`src/rtl/pll_lock_sequencer_if.sv`:
```
// pll_lock_sequencer_if: PLL control/status bundle between the sequencer and the board PLL/core.
interface pll_lock_sequencer_if;
    logic       isLocked;
    logic       pllResetN;
    logic       coreReset;
    logic       pllReady;
    logic       pllFault;
    logic [7:0] retryCount;
    logic [7:0] lossCount;
    modport master (
        input  isLocked,
        output pllResetN, coreReset, pllReady, pllFault, retryCount, lossCount
    );
    modport slave (
        output isLocked,
        input  pllResetN, coreReset, pllReady, pllFault, retryCount, lossCount
    );
endinterface

```
`src/rtl/pll_lock_sequencer.sv`:
```
// pll_lock_sequencer: pulses PLL reset, qualifies LOCK, releases core reset, retries then faults.
module pll_lock_sequencer #(
    parameter int SYNC_STAGES         = 2,
    parameter int PLL_RESET_CYCLES    = 16,
    parameter int LOCK_STABLE_CYCLES  = 1024,
    parameter int LOCK_TIMEOUT_CYCLES = 65536,
    parameter int MAX_RETRIES         = 3,
    parameter int CNT_WIDTH           = 17
) (
    input logic clk,
    input logic reset,
    pll_lock_sequencer_if.master bus
);
    typedef enum logic [2:0] {PLL_RST, WAIT_LOCK, STABLE, RUN, FAULT} state_t;
    state_t state, state_n;
    logic [CNT_WIDTH-1:0] cnt, cnt_n;
    logic [7:0] retry, retry_n, loss, loss_n;
    logic [SYNC_STAGES-1:0] lock_pipe;
    logic lock_sync;
    assign lock_sync = lock_pipe[SYNC_STAGES-1];
    always_ff @(posedge clk) begin
        if (reset) begin
            lock_pipe <= '0;
            state     <= PLL_RST;
            cnt       <= '0;
            retry     <= '0;
            loss      <= '0;
        end else begin
            lock_pipe <= {lock_pipe[SYNC_STAGES-2:0], bus.isLocked};
            state     <= state_n;
            cnt       <= cnt_n;
            retry     <= retry_n;
            loss      <= loss_n;
        end
    end
    always_comb begin
        state_n = state;
        retry_n = retry;
        loss_n  = loss;
        cnt_n   = (state == RUN || state == FAULT) ? cnt : cnt + 1'b1;
        unique case (state)
            PLL_RST:
                if (cnt == CNT_WIDTH'(PLL_RESET_CYCLES - 1)) state_n = WAIT_LOCK;
            WAIT_LOCK:
                if (lock_sync) state_n = STABLE;
                else if (cnt == CNT_WIDTH'(LOCK_TIMEOUT_CYCLES - 1)) begin
                    state_n = (retry < 8'(MAX_RETRIES)) ? PLL_RST : FAULT;
                    retry_n = (retry < 8'(MAX_RETRIES)) ? retry + 8'd1 : retry;
                end
            STABLE:
                if (!lock_sync) state_n = WAIT_LOCK;
                else if (cnt == CNT_WIDTH'(LOCK_STABLE_CYCLES - 1)) begin
                    state_n = RUN;
                    retry_n = '0;
                end
            RUN:
                if (!lock_sync) begin
                    state_n = PLL_RST;
                    loss_n  = (loss == 8'hff) ? loss : loss + 8'd1;
                end
            FAULT: state_n = FAULT;
            default: state_n = PLL_RST;
        endcase
        // every state change restarts the shared counter
        if (state_n != state) cnt_n = '0;
    end
    assign bus.pllResetN  = !(state == PLL_RST || state == FAULT);
    assign bus.coreReset  = state != RUN;
    assign bus.pllReady   = state == RUN;
    assign bus.pllFault   = state == FAULT;
    assign bus.retryCount = retry;
    assign bus.lossCount  = loss;
endmodule
```
`src/flat_wrapper.sv`:
```
// flat-port wrapper written by rule: the top's interface ports become plain ports
module pll_lock_sequencer_flat 
#(
    parameter int SYNC_STAGES         = 2,
    parameter int PLL_RESET_CYCLES    = 16,
    parameter int LOCK_STABLE_CYCLES  = 1024,
    parameter int LOCK_TIMEOUT_CYCLES = 65536,
    parameter int MAX_RETRIES         = 3,
    parameter int CNT_WIDTH           = 17
)
  (clk, reset, bus_isLocked, bus_pllResetN, bus_coreReset, bus_pllReady, bus_pllFault, bus_retryCount, bus_lossCount);
  pll_lock_sequencer_if bus_i ();
  input logic clk;
  input logic reset;
  input wire logic [$bits(bus_i.isLocked)-1:0] bus_isLocked;
  output wire logic [$bits(bus_i.pllResetN)-1:0] bus_pllResetN;
  output wire logic [$bits(bus_i.coreReset)-1:0] bus_coreReset;
  output wire logic [$bits(bus_i.pllReady)-1:0] bus_pllReady;
  output wire logic [$bits(bus_i.pllFault)-1:0] bus_pllFault;
  output wire logic [$bits(bus_i.retryCount)-1:0] bus_retryCount;
  output wire logic [$bits(bus_i.lossCount)-1:0] bus_lossCount;
  assign bus_i.isLocked = bus_isLocked;
  assign bus_pllResetN = bus_i.pllResetN;
  assign bus_coreReset = bus_i.coreReset;
  assign bus_pllReady = bus_i.pllReady;
  assign bus_pllFault = bus_i.pllFault;
  assign bus_retryCount = bus_i.retryCount;
  assign bus_lossCount = bus_i.lossCount;
  pll_lock_sequencer #(.SYNC_STAGES(SYNC_STAGES), .PLL_RESET_CYCLES(PLL_RESET_CYCLES), .LOCK_STABLE_CYCLES(LOCK_STABLE_CYCLES), .LOCK_TIMEOUT_CYCLES(LOCK_TIMEOUT_CYCLES), .MAX_RETRIES(MAX_RETRIES), .CNT_WIDTH(CNT_WIDTH)) u_core (.clk(clk), .reset(reset), .bus(bus_i));
endmodule
```
`config.mk`:
```
export PLATFORM = sky130hd
export DESIGN_NAME = pll_lock_sequencer_flat
export DESIGN_NICKNAME = d
export VERILOG_FILES = /design/src/rtl/pll_lock_sequencer_if.sv /design/src/rtl/pll_lock_sequencer.sv /design/src/flat_wrapper.sv
export SDC_FILE = /design/constraint.sdc
export NUM_CORES = 1
export LEC_CHECK = 0
export ABC_AREA = 1
export CAP_MARGIN = 30
export CORE_ASPECT_RATIO = 0.9
export CORE_MARGIN = 4
export CORE_UTILIZATION = 30
export CTS_BUF_LIST = sky130_fd_sc_hd__clkbuf_8 sky130_fd_sc_hd__clkbuf_16
export DETAILED_ROUTE_END_ITERATION = 6
export GPL_ROUTABILITY_DRIVEN = 0
export MAX_ROUTING_LAYER = met4
export PLACE_DENSITY = 0.44
export RECOVER_POWER = 50
export SLEW_MARGIN = 10
export SYNTH_ARGS = -nofsm -noshare
export SYNTH_HDL_FRONTEND = slang
export SYNTH_SLANG_ARGS = --single-unit
```
`constraint.sdc`:
```
create_clock -name clk -period 6.9 [get_ports clk]
set_clock_uncertainty 0.2 [all_clocks]
set_input_delay 2.07 -clock clk [delete_from_list [all_inputs] [get_ports clk]]
set_output_delay 2.07 -clock clk [all_outputs]
set_load 0.03 [all_outputs]
```
==> deck_impl_summary.md, run 1 <==
Run Summary

Route
  – Via count: about 1800
  – Routed Antenna Nets: 0
  – Drt drc: 0
  – DR WL/cell: 11.0 µm
  – Final wirelength: 4.43 mm
  – Via density: roughly 4.4

Power
  – Psw: approximately 0.09 mW
  – Total power: 0.396 mW
  – Clock power frac: between 30% and 40%
  – Reg power frac: a little under three fifths

Final timing
  – Worst slew pin tran: between 600 and 700 ps
  – WHS: 207 ps
  – Max-slew violations: 0

Placed design
  – Place WS: about 2800 ps

Synth
  – Synth flops: 38
  – Yosys Instances: between 200 and 300
  – Yosys top cell by area: dfxtp_1
  – Main synth FF type: dfxtp_1
  – Cell count after synthesis: approximately 290
  – Synth Area in Adders: roughly 3.0%
  – Seq share, synth: 36.6%
  – Biggest area cells: dfxtp_1 37%, nand2_1 9.7%, nor2_1 9.4%
  – Cell variety after synth: 29

Cells and area
  – Area growth from synthesis to layout: 19.3%
  – Most used logic cell in the final layout: nand2_1
  – Max-area cell class: logic gates
  – Fill cells: roughly 740
  – Clock buf count: 6

Global routing
  – GRT met3 Usage: under 10%
  – Met2 usage: between 10% and 20%
  – GR peak layer: met1

Worst setup path
  – Crit path cell chain: nor2_2, nand2_1, inv_1, clkdlybuf4s50_1
  – Cell count of the worst reg-to-reg path: 12
  – Crit path max-delay cell type: clkdlybuf4s50_1
  – FF-to-FF setup slack: around 4000 ps
  – Reg2reg start: u_core.cnt[0]

Floorplanning
  – Die Ht: roughly 87 µm

Clock network
  – H-tree Lvls: 2
  – Clock Sinks: 38
  – CTS tree: built
  – Clock transition at path regs: approximately 80 ps

Status
  – Run status: finished clean
==> run 1: power by group through the flow <==
stage                     Sequential (mW)  Combinational, mW  Clock, mW
after global placement              0.229             0.0162          0
after CTS                           0.223             0.0164      0.165
final                               0.223             0.0159      0.156
after global routing                0.224             0.0182      0.175
after detailed placement            0.229             0.0163          0
after floorplan                     0.228             0.0140          0
==> run 1: layer usage <==
layer	wire (µm)	vias to the layer above
li1	-	957
met5	0	-
met3	153	4
met4	42	0
met1	2370	779
met2	1860	19
==> run 1: state kept, by name, summed over array words and instances, names as in the netlist <==
signal and flops:
u_core.bus.lossCount 8, u_core.lock_pipe 2, u_core.state 3, u_core.bus.retryCount 8, u_core.cnt 17
==> run 1: worst max-delay path: cells and delay by family (launching register included) <==
family        cells  cell delay (ps)
buf+inv           2              780
flops             1              400
simple gates      2              360
Run 1, power grid:
(4 px per µm) Pins as bars on the die edge. Tap cells in gray.
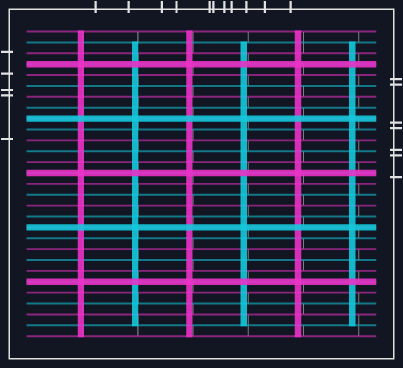
color	net
cyan	VDD
magenta	VSS
rows	28
met4 straps	6
met5 straps	5
Core ar.: 0.00666 mm²
worst vdd ir: 0.0000606 V

Run 1, clock wiring as the flow saved it:
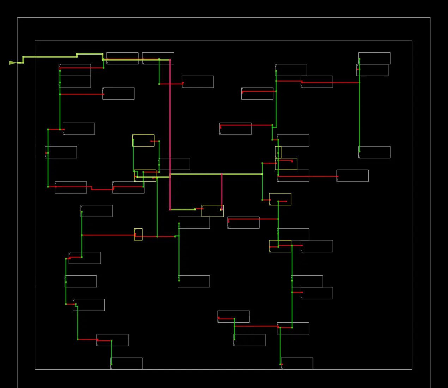
clk_lat worst skew: 280 ps
CTS buffer count: 5

Run 1, sequential cells grouped by signal name:
(4 px per µm) Other sequential cells in the stronger gray, the rest of the logic in the fainter gray.
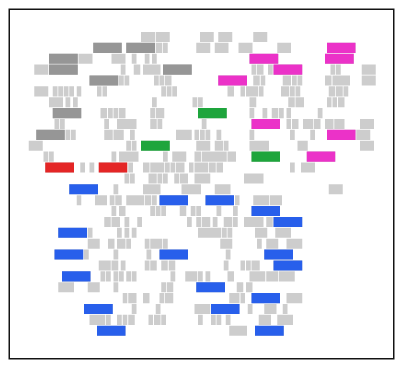
color	name in the netlist	sequential cells
blue	`u_core.cnt`	17
magenta	`u_core.bus.lossCount`	8
green	`u_core.state`	3
red	`u_core.lock_pipe`	2
not colored	8

==> run 2: changes to the inputs <==
clock period = 3.9 ns   (was 6.9 ns; I/O delays follow)
Run 2, signal wires by layer:
(4 px per µm)
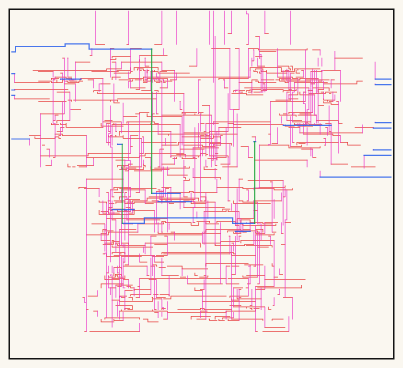
color	layer	wire length
green	M4	76.2 µm
blue	M3	169 µm
magenta	M2	1850 µm
red	M1	2230 µm
GRT Util Overall: 12.2%
via count: 1773
final wirelength: 4.33 mm
DR WL/cell: 10.7 µm

==> run 2 against run 1 <==
Net effect:
- first-iteration DRC count up 8.8%
- utilization up 0.79 points
- largest power group is now clock
- hold slack worse by 1.5 ps
- via count up 0.80%
- critical path depth unchanged
- global-route usage up 0.11 points
- sequential cell count unchanged
==> deck_impl_summary.md, run 2 <==
Run Summary

Cells and area
  – Most used logic cell in the final layout: nand2_1
  – Number of flip-flops in the largest register: 17
  – Fill cells: just over 700
  – Area growth from synthesis to layout: 21.8%

Worst setup path
  – FF-to-FF setup slack: 920 ps
  – Cell count of the worst reg-to-reg path: 12

Synth
  – Synth Area in Adders: between 3 and 4%
  – Cell variety after synth: 29
  – Seq share, synth: a little over a third
  – Biggest area cells: dfxtp_1 37%, nand2_1 9.7%, nor2_1 9.4%
  – Synth flops: 38
  – Yosys Instances: 285
  – Main synth FF type: dfxtp_1
  – Yosys top cell by area: dfxtp_1

Global routing
  – Met2 usage: between 10% and 20%
  – GR peak layer: met2

Final timing
  – Worst slew pin tran: between 700 and 800 ps
  – WHS: slightly above 200 ps

Power
  – Total power: between 0.8 and 0.9 mW
  – Worst vdd ir: approximately 0.00017 V

Route
  – Metal3 WL: around 170 µm
  – Routed met2 length: approximately 1.8 mm
  – Via density: between 4 and 5
  – Top sig layer: met4

Clock network
  – CTS buffer count: 5
  – Clock Sinks: 38
  – Clk_lat worst skew: between 200 and 300 ps
  – Clock transition at path regs: 80 ps

Placed design
  – Place WS: 937 ps

Floorplanning
  – Core ar.: roughly 0.0067 mm²

Status
  – Run status: finished clean
[run 2: cell counts after synthesis]
No cell type changed its count.
[run 2: cell type report]
class | instances | share of cell area (%)
clock buffers | 6 | 3.26
clock inverters | 2 | 2.37
inverters | 39 | 5.78
multi-input cells | 206 | 45.3
flip-flops and latches | 38 | 30.0
well taps | 90 | 4.45
repair buffers | 23 | 8.84
[run 2: worst max-delay path, stage by stage (launching register included)]
cell,delay (ps)
dfxtp_1,400
nor2_2,200
nand2_1,130
inv_1,90
clkdlybuf4s50_1,670
[run 2: power by group]
part	switching [mW]	leakage, nW	total, mW	internal (mW)
registers	0.00388	0.307	0.395	0.391
logic	0.0182	0.625	0.0285	0.0103
clock network	0.144	0.0714	0.417	0.273
==> run 3: changes to the inputs <==
PLACE_DENSITY = 0.46   (was 0.44)
clock period = 2.9 ns   (was 3.9 ns; I/O delays follow)
Run 3, sequential cells grouped by signal name:
(4 px per µm) Other sequential cells in the stronger gray, the rest of the logic in the fainter gray.
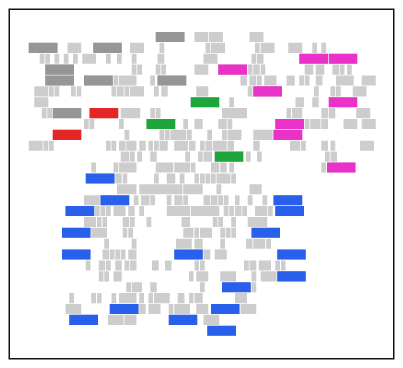
color	name in the netlist	sequential cells
magenta	`u_core.bus.lossCount`	8
blue	`u_core.cnt`	17
green	`u_core.state`	3
red	`u_core.lock_pipe`	2

==> run 3 against run 2 <==
Net effect:
- non-clock buffer count rose by 2
- sequential power grew 35%
- critical endpoint is now bus_coreReset
- combinational power up 48%
- global-route usage grew 0.084 points
- largest cell class unchanged
- synthesized cell count is the same
==> deck_impl_summary.md, run 3 <==
Run Summary

Status
  – Run status: finished clean

Synth
  – Synth flops: 38
  – Yosys Instances: 285
  – Synth Area in Adders: 3.01%
  – Main synth FF type: dfxtp_1
  – Cell count after synthesis: roughly 290
  – Biggest area cells: dfxtp_1 37%, nand2_1 9.7%, nor2_1 9.4%
  – Yosys top cell by area: dfxtp_1
  – Seq share, synth: a little over a third
  – Cell variety after synth: 29

Worst setup path
  – Crit path cell chain: inv_2, nand3_4, clkdlybuf4s50_1
  – Reg2reg start: u_core.cnt[0]
  – Worst stage delay on the critical path: 680 ps
  – Crit path max-delay cell type: clkdlybuf4s50_1

Route
  – Final wirelength: between 4 and 5 mm
  – Via density: about 4.4
  – M1 WL: 2.33 mm
  – DR WL/cell: 10.9 µm
  – Routed Antenna Nets: 0

Cells and area
  – Area growth from synthesis to layout: 21.5%
  – Inverter count: 39
  – Max-area cell class: logic gates
  – Num sequential: 38
  – Logic Gate Count: between 200 and 250
  – NonClk Buf Share: under 10%
  – Clock buf count: 5

Global routing
  – GRT Util Overall: 12.3%
  – Met2 usage: approximately 18%
  – GRT met3 Usage: 2.85%

Power
  – Logic power comb: between 0.04 and 0.05 mW
  – Reg power frac: 52.4%
  – Psw: 0.218 mW
  – Sw frac: 21.5%
  – Top pwr grp: sequential cells
  – Clock power frac: between 40% and 50%
  – Worst vdd ir: 0.000245 V
  – Seq power: between 0.5 and 0.6 mW

Clock network
  – Clock Sinks: 38

Floorplanning
  – Core ar.: between 0.006 and 0.007 mm²

Placed design
  – Place WS: roughly 260 ps

Final timing
  – Max-slew violations: 0
  – WHS: ~200 ps
-- run 3: worst max path at each step --
stage                    start  depth (start not counted)             end
2_1_floorplan    u_core.cnt[0]                         13   u_core.cnt[4]
4_1_cts        u_core.state[2]                          3   bus_coreReset
3_3_place_gp   u_core.state[0]                          4    bus_pllFault
6_report       u_core.state[2]                          3   bus_coreReset
3_5_place_dp     u_core.cnt[0]                         12  u_core.cnt[10]
5_1_grt        u_core.state[2]                          3   bus_coreReset
-- run 3: critical path, delay by kind of cell, from the launching register on --
| kind | cells | cell delay (ps) |
|---|---|---|
| buffers and inverters | 2 | 790 |
| DFF | 1 | 500 |
| and+or+nand+nor | 1 | 110 |
Power is estimated from default activity; no workload was simulated.
